Power grid:
Pins as bars on the die edge. Tap cells in grey.
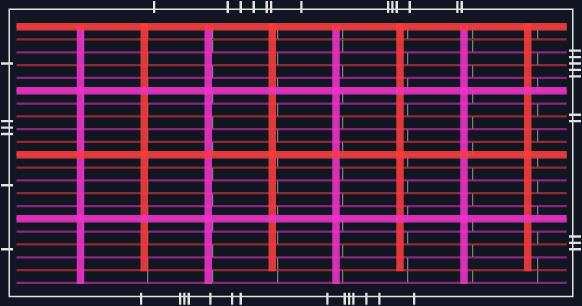
Clock network drawn from the DEF:
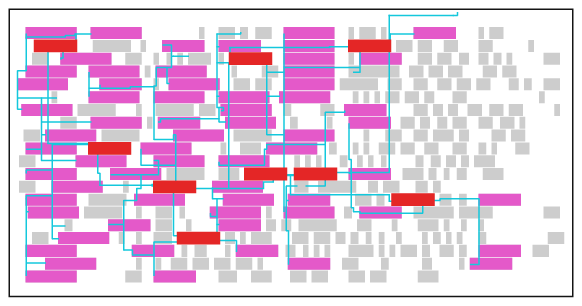
Routing congestion map:
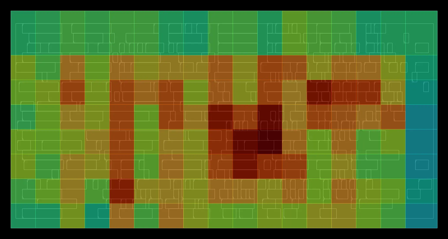
Cell classes on the final placement:
Scale bar: 20 µm.
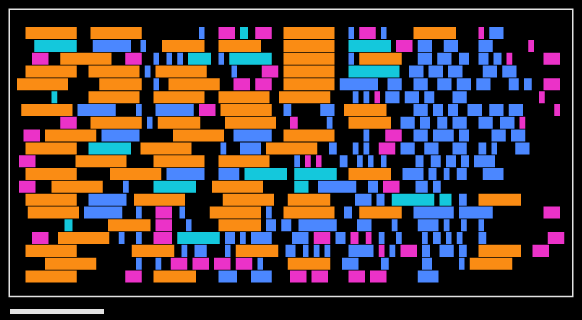
File: src/rtl/writeback_queue.sv
// writeback_queue: small FIFO between execute and the register-file write port.
// Each edge can accept one result and retire the oldest one to the register file.
//
// Ports:
//   clk, rst_n                  clock, async active-low reset
//   res_valid/res_ready         result handshake (res_ready = !full)
//   res_addr[2:0], res_data[7:0] offered result (addr 0 is accepted then dropped)
//   flush                       synchronous discard of queue and pending write
//   hold                        stall draining toward the register file
//   rf_we, rf_addr, rf_data     registered register-file write port
//   chk_a_addr, chk_b_addr      operand addresses to check
//   a_pending, b_pending        operand has a write queued or on the port
//   count, empty, full          queue occupancy
module writeback_queue #(
    parameter int DEPTH = 4
) (
    input  logic       clk,
    input  logic       rst_n,
    input  logic       res_valid,
    output logic       res_ready,
    input  logic [2:0] res_addr,
    input  logic [7:0] res_data,
    input  logic       flush,
    input  logic       hold,
    output logic       rf_we,
    output logic [2:0] rf_addr,
    output logic [7:0] rf_data,
    input  logic [2:0] chk_a_addr,
    input  logic [2:0] chk_b_addr,
    output logic       a_pending,
    output logic       b_pending,
    output logic [3:0] count,
    output logic       empty,
    output logic       full
);
    localparam int PW = (DEPTH > 1) ? $clog2(DEPTH) : 1;

    logic [DEPTH-1:0][2:0] r_mem_addr;
    logic [DEPTH-1:0][7:0] r_mem_data;
    logic [PW-1:0]         r_wptr;
    logic [PW-1:0]         r_rptr;
    logic [3:0]            r_count;
    logic                  r_rf_we;
    logic [2:0]            r_rf_addr;
    logic [7:0]            r_rf_data;

    logic                  w_full;
    logic                  w_empty;
    logic                  w_xfer;
    logic                  w_push;
    logic                  w_pop;
    logic [DEPTH-1:0]      w_match_a;
    logic [DEPTH-1:0]      w_match_b;

    assign w_full  = (r_count == 4'(DEPTH));
    assign w_empty = (r_count == 4'd0);
    assign w_xfer  = res_valid && !w_full;
    // r0 writes complete the handshake but never occupy an entry.
    assign w_push  = w_xfer && !flush && (res_addr != 3'd0);
    assign w_pop   = !hold && !flush && !w_empty;

    always_ff @(posedge clk or negedge rst_n) begin
        if (!rst_n) begin
            r_wptr    <= '0;
            r_rptr    <= '0;
            r_count   <= '0;
            r_rf_we   <= 1'b0;
            r_rf_addr <= '0;
            r_rf_data <= '0;
        end else if (flush) begin
            r_wptr    <= '0;
            r_rptr    <= '0;
            r_count   <= '0;
            r_rf_we   <= 1'b0;
        end else begin
            if (w_push) r_wptr <= r_wptr + PW'(1);
            if (w_pop)  r_rptr <= r_rptr + PW'(1);
            if (w_push && !w_pop)      r_count <= r_count + 4'd1;
            else if (!w_push && w_pop) r_count <= r_count - 4'd1;
            r_rf_we <= w_pop;
            if (w_pop) begin
                r_rf_addr <= r_mem_addr[r_rptr];
                r_rf_data <= r_mem_data[r_rptr];
            end
        end
    end

    // Storage needs no reset: occupancy is tracked by pointers and count.
    always_ff @(posedge clk) begin
        if (w_push) begin
            r_mem_addr[r_wptr] <= res_addr;
            r_mem_data[r_wptr] <= res_data;
        end
    end

    // An entry is live when its distance from the head is below count.
    for (genvar g = 0; g < DEPTH; g++) begin : g_ent
        logic [PW-1:0] w_off;
        logic          w_live;
        assign w_off        = PW'(g) - r_rptr;
        assign w_live       = ({{(4-PW){1'b0}}, w_off} < r_count);
        assign w_match_a[g] = w_live && (r_mem_addr[g] == chk_a_addr);
        assign w_match_b[g] = w_live && (r_mem_addr[g] == chk_b_addr);
    end

    assign a_pending = (chk_a_addr != 3'd0) &&
                       ((|w_match_a) || (r_rf_we && (r_rf_addr == chk_a_addr)));
    assign b_pending = (chk_b_addr != 3'd0) &&
                       ((|w_match_b) || (r_rf_we && (r_rf_addr == chk_b_addr)));

    assign res_ready = !w_full;
    assign rf_we     = r_rf_we;
    assign rf_addr   = r_rf_addr;
    assign rf_data   = r_rf_data;
    assign count     = r_count;
    assign empty     = w_empty;
    assign full      = w_full;
endmodule
File: config.mk
export PLATFORM = sky130hd
export DESIGN_NAME = writeback_queue
export DESIGN_NICKNAME = d
export VERILOG_FILES = /design/src/rtl/writeback_queue.sv
export SDC_FILE = /design/constraint.sdc
export NUM_CORES = 1
export LEC_CHECK = 0
export ABC_CLOCK_PERIOD_IN_PS = 6300
export CAP_MARGIN = 20
export CELL_PAD_IN_SITES_DETAIL_PLACEMENT = 1
export CELL_PAD_IN_SITES_GLOBAL_PLACEMENT = 1
export CORE_ASPECT_RATIO = 0.5
export CORE_UTILIZATION = 45
export CTS_CLUSTER_DIAMETER = 80
export CTS_CLUSTER_SIZE = 14
export DETAILED_ROUTE_END_ITERATION = 10
export GPL_TIMING_DRIVEN = 0
export PLACE_DENSITY = 0.8
export SKIP_LAST_GASP = 1
export SYNTH_ARGS = -nofsm -noshare
export SYNTH_HDL_FRONTEND = slang
export SYNTH_SLANG_ARGS = --single-unit
File: constraint.sdc
create_clock -name clk -period 6.3 [get_ports clk]
set_clock_uncertainty 0.1 [all_clocks]
set_input_delay 1.26 -clock clk [delete_from_list [all_inputs] [get_ports clk]]
set_output_delay 1.26 -clock clk [all_outputs]
set_load 0.02 [all_outputs]
==> flow_results.org <==
* Flow results

** Clocking
- Total number of H-tree levels :: 3
- In this run the deepest clock path goes through 2 buffers.
- Clock tree from TritonCTS :: yes
- CTS Root Buffer Type :: sky130_fd_sc_hd__clkbuf_16
- According to the CTS report, the clock sink count is around 64.
- Per the post-CTS timing run, clock transition at the registers of the reported paths is ~0.050 ns.

** Timing
- Setup violations remaining at the end of the flow were counted as 0.
- Across all checked pins, the minimum headroom to the slew limit is 0.529.

** Logic synthesis
- The synthesized netlist occupies a cell area of slightly above 3000 µm².
- For this run, the number of Yosys warnings is 0.
- Sorting the Yosys area breakdown by cell type puts at the top sky130_fd_sc_hd__edfxtp_1.
- Average cell area after synthesis :: around 13 µm²
- In this run, synthesis inferred 44 flip-flops with an integrated enable.
- Asr flop ratio synth :: 0.313

** Detailed routing
- In the routed layout, each cell is associated on average with a via count of around 5.5.
- Total iterations of the first detailed-routing run :: 4

** Floorplan
- The die is between 60 and 70 µm tall.
- The share of the core area taken by cells at floorplan is 0.487.
- Chip Width :: roughly 120 µm

** Placement
- Placer's final routability congestion estimate :: 0.886
- Input and output buffers added on the ports amount to 36.

** Pwr
- The share of total power dissipated in sequential elements is 0.358.
- Of the total power, the share spent switching nets is 0.335.

** Outcome
- The run finished with clean final reports.

** Final layout
- The library cells used most frequently in the layout, excluding fill and tap cells, are sky130_fd_sc_hd__edfxtp_1 (44), sky130_fd_sc_hd__nand2_1 (39), sky130_fd_sc_hd__clkdlybuf4s50_1 (36), sky130_fd_sc_hd__xnor2_1 (31), sky130_fd_sc_hd__dfrtp_1 (20).
- From synthesis to final layout, the design area changed by 25.2%.
## Picture notes: 'power grid'
- VDD: red
- VSS: magenta
- tap cells: 88
- met1 rails: 21

## Picture notes: 'clock network drawn from the DEF'
- flip-flops: magenta (count 64)
- clock-net drivers: red (count 9)
- clock wires: cyan (length 874 µm)
- routed clock nets: 10

## Picture notes: 'routing congestion map'
Global Route met3 Usage: 0.0855
most used routing layer: met2
utilization after layout: 0.610
met2 track demand over resource in global routing: 0.396

## Picture notes: 'cell classes on the final placement'
- remaining buffers and delay cells: magenta (cells 50; share of their area 11%)
- remaining logic cells: blue (cells 158; share of their area 32%)
- registers: orange (cells 64; share of their area 48%)
- clock drivers and dummy loads: cyan (cells 16; share of their area 7.9%)

==> power by group through the flow <==
stage                     logic [mW]  clock network [mW]  registers [mW]
after floorplan                0.288                   0           0.628
after global placement         0.523                   0           0.585
after detailed placement       0.551                   0           0.590
after CTS                      0.562               0.503           0.585
after global routing           0.606               0.519           0.594
final                          0.556               0.494           0.585
==> worst paths after layout <==
path	from	end	cells past startpoint
min in group asynchronous	rst_n	rf_data[4]	1
max	r_rptr[0]	b_pending	10
max in group asynchronous	rst_n	count[1]	2
max reg2reg	count[0]	count[3]	10
min	rf_data[7]	rf_data[7]	2
min reg2reg	rf_data[7]	rf_data[7]	2
==> routing by layer <==
metal / track usage / vias to the layer above
met5: 0 / -
met4: 0.118 / 0
met1: 0.288 / 1028
li1: - / 946
met3: 0.0855 / 15
met2: 0.396 / 69
==> registers in the layout (all words and copies together) (netlist names) <==
name        count
r_rptr          2
count           4
rf_addr         3
r_mem_data     32
rf_data         8
rf_we           1
r_mem_addr     12
r_wptr          2
==> synthesized netlist by cell type (all sizes together) (3+ instances only) <==
cell,instances
nand2,39
nor3,3
o2111ai,4
ha,10
o21ai,6
nor2,5
a21oi,6
nand3,3
buf,5
edfxtp,44
inv,10
mux4,11
dfrtp,20
and2,4
clkbuf,8
nand4,6
xnor2,31
==> critical path, stage by stage (launching register included) <==
cell	delay [ns]
sky130_fd_sc_hd__dfrtp_1	0.33
sky130_fd_sc_hd__clkbuf_1	0.34
sky130_fd_sc_hd__buf_2	0.43
sky130_fd_sc_hd__xnor2_1	0.27
sky130_fd_sc_hd__inv_1	0.09
sky130_fd_sc_hd__ha_1	0.28
sky130_fd_sc_hd__a21oi_1	0.20
sky130_fd_sc_hd__o2111ai_1	0.15
sky130_fd_sc_hd__and3_1	0.18
sky130_fd_sc_hd__a31oi_1	0.19
sky130_fd_sc_hd__clkdlybuf4s50_1	0.63
==> cells by family after synthesis <==
logic type	after synthesis	synth area share
xor+xnor	32	0.0905
fa+ha+maj	11	0.0469
mux	14	0.0901
buf+inv	23	0.0287
flops	64	0.588
compound gates	21	0.0428
simple gates	70	0.113
==> area by class of cell <==
type                       count  area, µm²
timing repair buffer          37        372
sequential                    64       1820
fill                         634       2480
buffer                        13       51.3
inverter                      10       37.5
tap                           88        110
clock inverter                 5       56.3
clock buffer                  11        243
multi-input combinational    148       1190
==> per-stage QoR <==
step	cells	cell area (µm²)	worst slack [ns]	hold slack, ns	power (mW)
after floorplan	235	3100	2.60	0.455	0.917
after global placement	359	3570	1.97	0.361	1.11
after detailed placement	359	3570	1.89	0.371	1.14
after CTS	375	3870	1.51	0.385	1.65
after global routing	376	3880	1.30	0.412	1.72
final	376	3880	1.55	0.381	1.64
No activity file was given, so power comes from the tool's default toggle rates.
